**config.mk**
```make
export PLATFORM = sky130hd
export DESIGN_NAME = libhdl_sdr2ddr_ser
export DESIGN_NICKNAME = d
export VERILOG_FILES = /design/src/rtl/libhdl_sdr2ddr_ser_pkg.sv /design/src/rtl/libhdl_ddr_oreg.sv /design/src/rtl/libhdl_sdr2ddr_ser.sv
export SDC_FILE = /design/constraint.sdc
export NUM_CORES = 1
export LEC_CHECK = 0
export ABC_AREA = 1
export CORE_AREA = 2 2 39 41
export DETAILED_ROUTE_END_ITERATION = 7
export DIE_AREA = 0 0 41 43
export PLACE_DENSITY = 0.6
export SLEW_MARGIN = 40
export SYNTH_ARGS = -nofsm -noshare
export SYNTH_HDL_FRONTEND = slang
export SYNTH_HIERARCHICAL = 1
export SYNTH_SLANG_ARGS = --single-unit
```
**constraint.sdc**
```tcl
create_clock -name CK -period 2.9 [get_ports CK]
set_clock_uncertainty 0.2 [all_clocks]
set_input_delay 0.29 -clock CK [delete_from_list [all_inputs] [get_ports CK]]
set_output_delay 0.29 -clock CK [all_outputs]
set_load 0.05 [all_outputs]
```
**src/rtl/libhdl_sdr2ddr_ser_pkg.sv**
```systemverilog
// Shared types and helpers for the SDR-to-DDR output serializer slice.
// Bit-offset helpers map (lane, slot) to positions in the flat input beat.
package libhdl_sdr2ddr_ser_pkg;

  typedef enum logic {
    ST_IDLE = 1'b0,
    ST_BUSY = 1'b1
  } ser_state_t;

  function automatic int clog2(input int v);
    int r;
    r = 0;
    for (int i = 0; i < 32; i++) begin
      if ((1 << r) < v) r = r + 1;
    end
    return r;
  endfunction

  function automatic int rise_ofs(input int lane, input int slot, input int ratio);
    return lane * 2 * ratio + 2 * slot;
  endfunction

  function automatic int fall_ofs(input int lane, input int slot, input int ratio);
    return lane * 2 * ratio + 2 * slot + 1;
  endfunction

endpackage

```
**src/rtl/libhdl_ddr_oreg.sv**
```systemverilog
// Single-lane DDR output register: posedge rise/fall capture, negedge fall
// re-time, and the clock-steered output mux, all resetting to IDLE.
module libhdl_ddr_oreg
  import libhdl_sdr2ddr_ser_pkg::*;
#(
  parameter logic IDLE = 1'b0
) (
  input  logic ck,
  input  logic rstn,
  input  logic qr_d,
  input  logic qfp_d,
  output logic q
);

  logic qr;
  logic qfp;
  logic qf;

  always_ff @(posedge ck or negedge rstn) begin
    if (!rstn) begin
      qr  <= IDLE;
      qfp <= IDLE;
    end else begin
      qr  <= qr_d;
      qfp <= qfp_d;
    end
  end

  // Re-timing on the falling edge holds the fall bit for the full low phase.
  always_ff @(negedge ck or negedge rstn) begin
    if (!rstn) qf <= IDLE;
    else       qf <= qfp;
  end

  assign q = ck ? qr : qf;

endmodule

```
**src/rtl/libhdl_sdr2ddr_ser.sv**
```systemverilog
// N-lane SDR-to-DDR serializer: one beat of R rise/fall slot pairs per lane
// played out over R cycles. Optional training pattern under LIBHDL_SDR2DDR_TRAIN_EN.
module libhdl_sdr2ddr_ser
  import libhdl_sdr2ddr_ser_pkg::*;
#(
  parameter int   N    = 1,
  parameter int   R    = 2,
  parameter logic IDLE = 1'b0
) (
  input  logic             CK,
  input  logic             RSTN,
  input  logic [N*2*R-1:0] D,
  input  logic             DV,
  output logic             DR,
  output logic [N-1:0]     Q
`ifdef LIBHDL_SDR2DDR_TRAIN_EN
  ,
  input  logic             TRAIN
`endif
);

  localparam int CW = (R > 1) ? clog2(R) : 1;

  ser_state_t                st;
  logic [CW-1:0]             cnt;
  logic                      rdy_en;
  logic [N-1:0][R-1:0][1:0]  din;
  logic [N-1:0][R-1:0][1:0]  s;
  logic                      train;
  logic                      accept;
  logic                      last;
  logic [N-1:0]              qr_d;
  logic [N-1:0]              qfp_d;

`ifdef LIBHDL_SDR2DDR_TRAIN_EN
  assign train = TRAIN;
`else
  assign train = 1'b0;
`endif

  // The last slot clears busy as it is launched, so an idle state here already
  // means the next posedge is free: back-to-back beats leave no gap.
  assign DR     = rdy_en && (st == ST_IDLE) && !train;
  assign accept = DV && DR;
  assign last   = (cnt == CW'(R - 1));

  always_ff @(posedge CK or negedge RSTN) begin
    if (!RSTN) begin
      st     <= ST_IDLE;
      cnt    <= '0;
      rdy_en <= 1'b0;
      s      <= '0;
    end else begin
      rdy_en <= 1'b1;
      if (train) begin
        st  <= ST_IDLE;
        cnt <= '0;
      end else if (accept) begin
        s <= din;
        if (R > 1) begin
          st  <= ST_BUSY;
          cnt <= CW'(1);
        end
      end else if (st == ST_BUSY) begin
        if (last) begin
          st  <= ST_IDLE;
          cnt <= '0;
        end else begin
          cnt <= cnt + CW'(1);
        end
      end
    end
  end

  always_comb begin
    qr_d  = {N{IDLE}};
    qfp_d = {N{IDLE}};
    for (int k = 0; k < N; k++) begin
      if (train) begin
        qr_d[k]  = 1'b1;
        qfp_d[k] = 1'b0;
      end else if (accept) begin
        qr_d[k]  = din[k][0][0];
        qfp_d[k] = din[k][0][1];
      end else if (st == ST_BUSY) begin
        qr_d[k]  = s[k][cnt][0];
        qfp_d[k] = s[k][cnt][1];
      end
    end
  end

  for (genvar k = 0; k < N; k++) begin : g_lane
    for (genvar j = 0; j < R; j++) begin : g_slot
      assign din[k][j] = {D[fall_ofs(k, j, R)], D[rise_ofs(k, j, R)]};
    end

    libhdl_ddr_oreg #(
      .IDLE (IDLE)
    ) u_oreg (
      .ck    (CK),
      .rstn  (RSTN),
      .qr_d  (qr_d[k]),
      .qfp_d (qfp_d[k]),
      .q     (Q[k])
    );
  end

endmodule
```
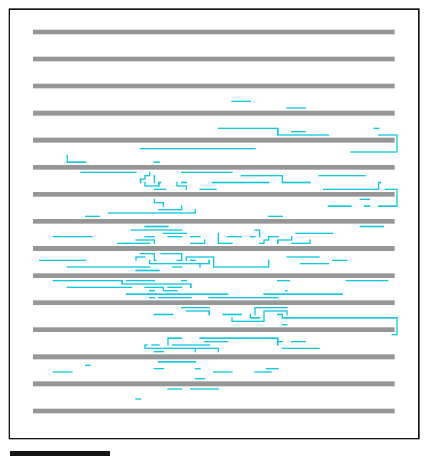
(images/layer_met1.png)
Bar = 10 microns. Supply wires on this layer in grey.
The longest straight run is 11.5 microns. The layer carries 348 microns of wire. The layer holds 42% of the routed length. The wires run mostly horizontal.
vias after detailed routing: 366
GR met1 Demand/Resource: 0.123
total wire length after detailed routing: 831 microns

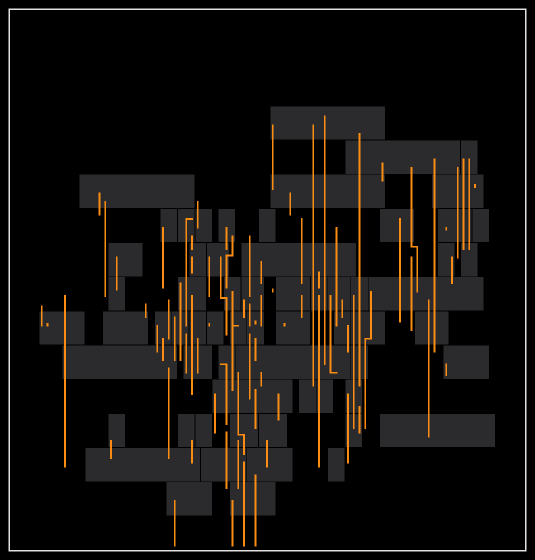
(images/layer_met2.png)
The layer carries 393 microns of wire. The layer holds 47% of the routed length. 58 nets have wire on it. The longest straight run is 20.7 microns. The wires run mostly vertical.

==> reports/notes.md <==
Status
* outcome: finished with violations
* violated checks: negative setup slack

Logic synthesis
* mapped cell area: 420 sq um
* Main area contributors: dfrtp_1 54%, nand2_1 18%, inv_1 6.3%
* top comb family, area: simple AND/OR/NAND/NOR gates
* Post-synth ARST share: 1.00
* leading post-synthesis cells by instance count: 20 x nand2_1, 9 x dfrtp_1, 7 x inv_1
* Top-area cell share: 0.536
* count of flip-flops with a built-in enable after synthesis: 0
* Synth Area in Compound Gates: 0
* top cell type by total area after synthesis: dfrtp_1
* share of the synthesized netlist area taken by xor and xnor gates: 0

Detailed routing
* Met1 Wirelength: 348 microns
* count of TritonRoute iterations in the first routing pass: 4
* post-detailed-route DRC marker count: 0
* top layer in use: met4
* average routed wire per standard cell: 10.4 microns
* DRT antenna net count: 0

Global route
* routing usage on met2: 0.153
* largest net degree at the start of global routing: 10
* first-pass GRT wire length: 1300 microns
* busiest grt layer: met2

Floorplan
* Top-Level Pins: 9
* die extent in x: 41 microns
* Die Area: 1760 sq um
* fraction of the core area occupied by cells at floorplan: 0.304

Placement
* placed wire-length estimate: 568 microns
* I/O Buffers: 8

Clocking
* hold buffers post-CTS: 0
* setup fix buffers added after clock tree synthesis: 0
* clock tree from TritonCTS: done

Cells and area
* top logic cell by instance count in the layout: nand2_1
* final core occ: 0.418
* Ant. Diodes: 0

Setup path
* worst endpoint data arrival time: 2.50 ns
* critical register-to-register path startpoint: g_lane[0].u_oreg/qfp
* crit path capture: Q
* largest driver fanout on the critical path: 1
* worst reg2reg setup slack: 0.76 ns

Power
* Static Leakage: 0.320 nW

STA
* slack of the critical path: -0.0930 ns
* max-slew violations: 0
* total negative slack: -0.0930 ns
* final setup violation count: 2

Run
* Max-cap violations: 0

Worst hold path
* Hold Crit Class: in -> async

## report_power, final
part | switching, mW | internal (mW)
Sequential | 0.0305 | 0.185
Combinational | 0.0651 | 0.0435
Clock | 0.113 | 0.120
## worst max-delay path: stages, from the launching register on
cell	delay, ns
dfrtn_1	0.39
nand2_1	0.05
nand2_1	0.07
buf_6	0.16
## worst min path at each step
stage,from,end,cells past startpoint
global placement,s[1],s[1],2
CTS,RSTN,st,2
global route,RSTN,st,2
finish,RSTN,st,2
floorplan,RSTN,cnt,0
detailed placement,s[1],s[1],2
## final cells by class
class | instances | area (sq um)
clock buffers | 7 | 56.3
clock inverters | 2 | 7.51
fillers | 136 | 806
inverters | 7 | 26.3
multi-input cells | 30 | 140
flip-flops and latches | 10 | 250
well taps | 16 | 20.0
repair buffers | 8 | 77.6
Power is estimated from default activity; no workload was simulated.
